`src/rtl/i2c_slave_regfile.sv`:
```
// i2c_slave_regfile: I2C target exposing a byte-wide register file to an external master and a local host port.
// SCL/SDA are synchronized and edge-detected; SDA is only ever pulled low, never driven high.
module i2c_slave_regfile #(
   parameter logic [6:0] SLAVE_ADDR = 7'h50,
   parameter int         NUM_REGS   = 16,
   parameter int         PTR_W      = 4
) (
   input  logic             clk,
   input  logic             reset,
   input  logic             scl_pad_i,
   output logic             scl_pad_o,
   output logic             scl_padoen_o,
   input  logic             sda_pad_i,
   output logic             sda_pad_o,
   output logic             sda_padoen_o,
   input  logic [PTR_W-1:0] host_addr,
   input  logic [7:0]       host_wdata,
   input  logic             host_we,
   output logic [7:0]       host_rdata,
   output logic             wr_strobe,
   output logic [PTR_W-1:0] wr_addr,
   output logic [7:0]       wr_data,
   output logic             busy
);
   typedef enum logic [3:0] {
      IDLE, ADDR, ADDR_ACK, PTR, PTR_ACK, WDATA, WDATA_ACK, RDATA, RACK_WAIT, IGNORE
   } state_t;

   state_t           state_q;
   logic [2:0]       scl_q, sda_q;
   logic [3:0]       cnt_q;
   logic [7:0]       sh_q, tx_q, host_rdata_q, wr_data_q, rd_byte;
   logic [PTR_W-1:0] ptr_q, wr_addr_q;
   logic             rw_q, padoen_q, busy_q, wr_strobe_q;
   logic             scl_rise, scl_fall, start, stop, sda_s, commit;
   logic [7:0]       regs_q [NUM_REGS];
   logic [7:0]       regs_d [NUM_REGS];

   assign scl_pad_o    = 1'b0;
   assign scl_padoen_o = 1'b1;
   assign sda_pad_o    = 1'b0;
   assign sda_padoen_o = padoen_q;
   assign host_rdata   = host_rdata_q;
   assign wr_strobe    = wr_strobe_q;
   assign wr_addr      = wr_addr_q;
   assign wr_data      = wr_data_q;
   assign busy         = busy_q;

   // bit 1 is the synchronized level, bit 2 its one-cycle history
   always_ff @(posedge clk or negedge reset) begin
      if (!reset) begin
         scl_q <= '1;
         sda_q <= '1;
      end else begin
         scl_q <= {scl_q[1:0], scl_pad_i};
         sda_q <= {sda_q[1:0], sda_pad_i};
      end
   end

   assign sda_s    = sda_q[1];
   assign scl_rise = scl_q[1] & ~scl_q[2];
   assign scl_fall = ~scl_q[1] & scl_q[2];
   assign start    = scl_q[1] & scl_q[2] & sda_q[2] & ~sda_q[1];
   assign stop     = scl_q[1] & scl_q[2] & ~sda_q[2] & sda_q[1];
   assign rd_byte  = regs_q[ptr_q];
   assign commit   = (state_q == WDATA) && scl_fall && !start && !stop && (cnt_q == 4'd8);

   // an I2C commit is applied after the host write so it wins on a same-index collision
   always_comb begin
      regs_d = regs_q;
      if (host_we) regs_d[host_addr] = host_wdata;
      if (commit) regs_d[ptr_q] = sh_q;
   end

   always_ff @(posedge clk or negedge reset) begin
      if (!reset) begin
         regs_q       <= '{default: '0};
         host_rdata_q <= '0;
      end else begin
         regs_q       <= regs_d;
         host_rdata_q <= regs_d[host_addr];
      end
   end

   always_ff @(posedge clk or negedge reset) begin
      if (!reset) begin
         state_q     <= IDLE;
         cnt_q       <= '0;
         sh_q        <= '0;
         tx_q        <= '0;
         ptr_q       <= '0;
         rw_q        <= 1'b0;
         padoen_q    <= 1'b1;
         busy_q      <= 1'b0;
         wr_strobe_q <= 1'b0;
         wr_addr_q   <= '0;
         wr_data_q   <= '0;
      end else begin
         wr_strobe_q <= 1'b0;
         if (stop) begin
            state_q  <= IDLE;
            busy_q   <= 1'b0;
            padoen_q <= 1'b1;
         end else if (start) begin
            state_q  <= ADDR;
            cnt_q    <= '0;
            padoen_q <= 1'b1;
         end else if (scl_rise) begin
            if (state_q inside {ADDR, PTR, WDATA}) begin
               sh_q  <= {sh_q[6:0], sda_s};
               cnt_q <= cnt_q + 4'd1;
            end else if (state_q == RACK_WAIT) begin
               if (sda_s) state_q <= IGNORE;
               else cnt_q <= 4'd1;
            end
         end else if (scl_fall) begin
            case (state_q)
               ADDR: if (cnt_q == 4'd8) begin
                  cnt_q <= '0;
                  if (sh_q[7:1] == SLAVE_ADDR) begin
                     rw_q     <= sh_q[0];
                     padoen_q <= 1'b0;
                     busy_q   <= 1'b1;
                     state_q  <= ADDR_ACK;
                  end else begin
                     state_q <= IGNORE;
                  end
               end
               ADDR_ACK: if (rw_q) begin
                  tx_q     <= {rd_byte[6:0], 1'b0};
                  padoen_q <= rd_byte[7];
                  cnt_q    <= 4'd1;
                  state_q  <= RDATA;
               end else begin
                  padoen_q <= 1'b1;
                  state_q  <= PTR;
               end
               PTR: if (cnt_q == 4'd8) begin
                  ptr_q    <= sh_q[PTR_W-1:0];
                  padoen_q <= 1'b0;
                  cnt_q    <= '0;
                  state_q  <= PTR_ACK;
               end
               PTR_ACK: begin
                  padoen_q <= 1'b1;
                  state_q  <= WDATA;
               end
               WDATA: if (cnt_q == 4'd8) begin
                  wr_strobe_q <= 1'b1;
                  wr_addr_q   <= ptr_q;
                  wr_data_q   <= sh_q;
                  ptr_q       <= ptr_q + PTR_W'(1);
                  padoen_q    <= 1'b0;
                  cnt_q       <= '0;
                  state_q     <= WDATA_ACK;
               end
               WDATA_ACK: begin
                  padoen_q <= 1'b1;
                  state_q  <= WDATA;
               end
               RDATA: if (cnt_q == 4'd8) begin
                  padoen_q <= 1'b1;
                  ptr_q    <= ptr_q + PTR_W'(1);
                  cnt_q    <= '0;
                  state_q  <= RACK_WAIT;
               end else begin
                  padoen_q <= tx_q[7];
                  tx_q     <= {tx_q[6:0], 1'b0};
                  cnt_q    <= cnt_q + 4'd1;
               end
               // cnt_q==1 marks that the master ACKed on the preceding rising edge
               RACK_WAIT: if (cnt_q == 4'd1) begin
                  tx_q     <= {rd_byte[6:0], 1'b0};
                  padoen_q <= rd_byte[7];
                  state_q  <= RDATA;
               end
               default: ;
            endcase
         end
      end
   end
endmodule

```
`config.mk`:
```
export PLATFORM = sky130hd
export DESIGN_NAME = i2c_slave_regfile
export DESIGN_NICKNAME = d
export VERILOG_FILES = /design/src/rtl/i2c_slave_regfile.sv
export SDC_FILE = /design/constraint.sdc
export NUM_CORES = 1
export LEC_CHECK = 0
export ABC_CLOCK_PERIOD_IN_PS = 2900
export CAP_MARGIN = 20
export CORE_MARGIN = 3
export CORE_UTILIZATION = 55
export CTS_BUF_LIST = sky130_fd_sc_hd__clkbuf_4 sky130_fd_sc_hd__clkbuf_8
export DETAILED_ROUTE_END_ITERATION = 8
export MAX_ROUTING_LAYER = met4
export PLACE_DENSITY = 0.73
export SLEW_MARGIN = 20
export SYNTH_ARGS = -nofsm -noshare
export SYNTH_HDL_FRONTEND = slang
export SYNTH_SLANG_ARGS = --single-unit
export TNS_END_PERCENT = 30
```
`constraint.sdc`:
```
create_clock -name clk -period 2.9 [get_ports clk]
set_clock_uncertainty 0.1 [all_clocks]
set_input_delay 0.58 -clock clk [delete_from_list [all_inputs] [get_ports clk]]
set_output_delay 0.58 -clock clk [all_outputs]
set_load 0.01 [all_outputs]
```
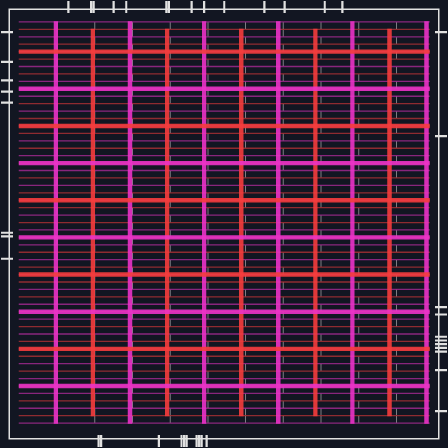
pdn.png
Pins as bars on the die edge. Tap cells in grey.
net	colour
VSS	magenta
VDD	red
met1 rails	55
rows	54
height of the die: 157 µm
die x size: 157 µm
area inside the core boundary: 0.0221 mm²
VDD IR-drop max: 0.000421 V

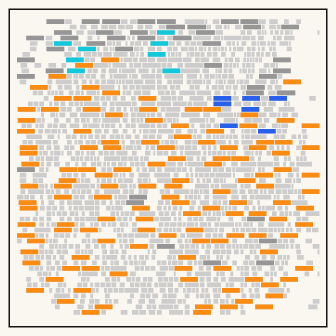
registers.png
name in the netlist	colour	sequential cells
regs_q	orange	128
sh_q	cyan	8
tx_q	blue	7
not coloured	42

==> impl_results.rst <==
Metrics
=======

.. list-table::
   :header-rows: 1

   * - Metric
     - Value
   * - Combinational gate power
     - between 3 and 4 mW
   * - Dpl hpwl
     - approximately 31000 µm
   * - Commonest non-fill, non-tap cells in the layout
     - buf_4 (271), dfrtp_1 (176), nand3_1 (164), o211ai_1 (156), o21ai_0 (122)
   * - Master of the slowest instance on the critical path
     - or4_4
   * - Class of the most critical setup path
     - flop to flop
   * - Result of the run
     - complete, but fails checks
   * - Pin count of the biggest net entering global routing
     - between 50 and 60
   * - Area Growth Syn to Fin
     - 27.6%
   * - Final worst setup slack
     - -0.0537 ns
   * - Most numerous cell on the critical path
     - buf_4
   * - Failing checks
     - setup timing
   * - Fraction of final layout cells with drive strength greater than 1
     - between 30% and 40%
   * - First-pass iteration count of the detailed router
     - 7
   * - Part of the total power dissipated in the clock network
     - around a fifth
   * - Buffer levels on the longest clock path
     - 2
   * - Number of warning messages in the yosys log
     - 0
   * - End of the critical path
     - host_rdata[7]$_DFF_PN0_
   * - Tally of filler cells in the layout
     - approximately 1.6k
   * - MUX area fraction
     - between 10% and 20%
   * - Number of antenna violations at the first check in global routing
     - 2
   * - Top logic cell family in the synthesized netlist
     - AND-OR/OR-AND gates
   * - Routed metal-1 wire length
     - 17900 µm
   * - Startpoint of the worst hold path
     - sda_q[0]$_DFF_PN1_
   * - Number of endpoints failing setup at the final stage
     - 3
   * - Seq power
     - approximately 3.4 mW
   * - Power Density
     - 524 mW/mm²
   * - Effective utilization at floorplan
     - around 57%
   * - Actual slew at the worst max-slew pin
     - roughly 0.75 ns
   * - Simple-gate portion of the synthesized area
     - between 10 and 15%
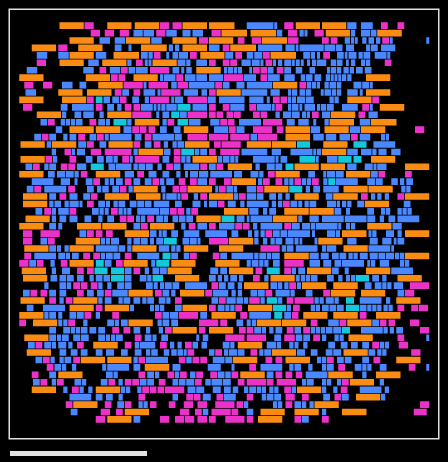
cell_classes.png
Scale bar: 50 µm.
class	colour	cells
clock drivers and dummy loads	cyan	32
all other logic	blue	962
other buffers and delay cells	magenta	351
flip-flops	orange	185

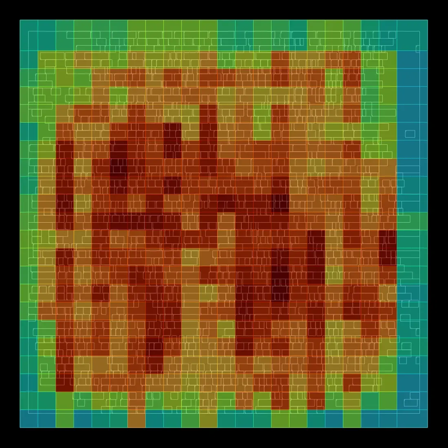
final_congestion.png
detail-routed net length per standard cell: 26.8 µm
GR met2 Demand/Resource: 57.6%
utilization of the core after routing: 72.1%

synth_stat cells (all sizes together), types with 3 or more instances:
library cell  instances  area, µm²
a211oi                4       30.0
mux4                 40        901
o211ai              156       1170
dfstp                 7        184
and3b                11       96.3
nand4                 3       18.8
or4                   9       67.6
o21a                104        781
inv                  14       52.6
or2                   4       25.0
a211o                24        210
mux2i                29        290
nand2b                8       50.1
o21ai               122        611
dfrtp               178       4450
nand3b                6       45.0
mux2                 32        360
nand2                28        113
ha                   10        125
buf                  52        308
nor3b                11       82.6
clkbuf              110        414
nor2b                 6       37.5
or3b                  3       26.3
nor2                 45        174
a31oi                 3       18.8
a41oi                32        280
and2                  6       37.5
nand3               166        831
nor3                  5       25.0
and3                  5       31.3
a21oi                35        175
o2111ai              12        206
critical path: cells and delay by family (launching register included):
kind / cells / cell delay (ns)
adder cells (fa/ha/maj): 1 / 0.15
flip-flops: 1 / 0.58
buffers and inverters: 4 / 0.56
AND-OR/OR-AND: 3 / 0.76
AND/OR/NAND/NOR: 2 / 0.69
layout make-up:
class / count / area (µm²) / share of cell area [%]
Multi-Input combinational cell: 947 / 7290 / 45.7
Sequential cell: 185 / 4640 / 29.1
Timing Repair Buffer: 351 / 3210 / 20.1
Tap cell: 280 / 350 / 2.20
Clock buffer: 18 / 248 / 1.55
Clock inverter: 14 / 135 / 0.848
Inverter: 15 / 61.3 / 0.385
Antenna cell: 2 / 5.00 / 0.0314
stage by stage:
step	power (mW)	instances	instance area [µm²]	hold WS, ns	worst slack, ns
floorplan	5.04	1308	12500	0.184	0.00136
global placement	6.26	1734	14900	0.245	-0.451
detailed placement	6.38	1734	14900	0.249	-0.499
CTS	8.14	1779	15500	0.264	0.000935
global route	8.67	1812	15900	0.265	-0.0762
finish	8.36	1812	15900	0.263	-0.0537
No activity file was given, so power comes from the tool's default toggle rates.
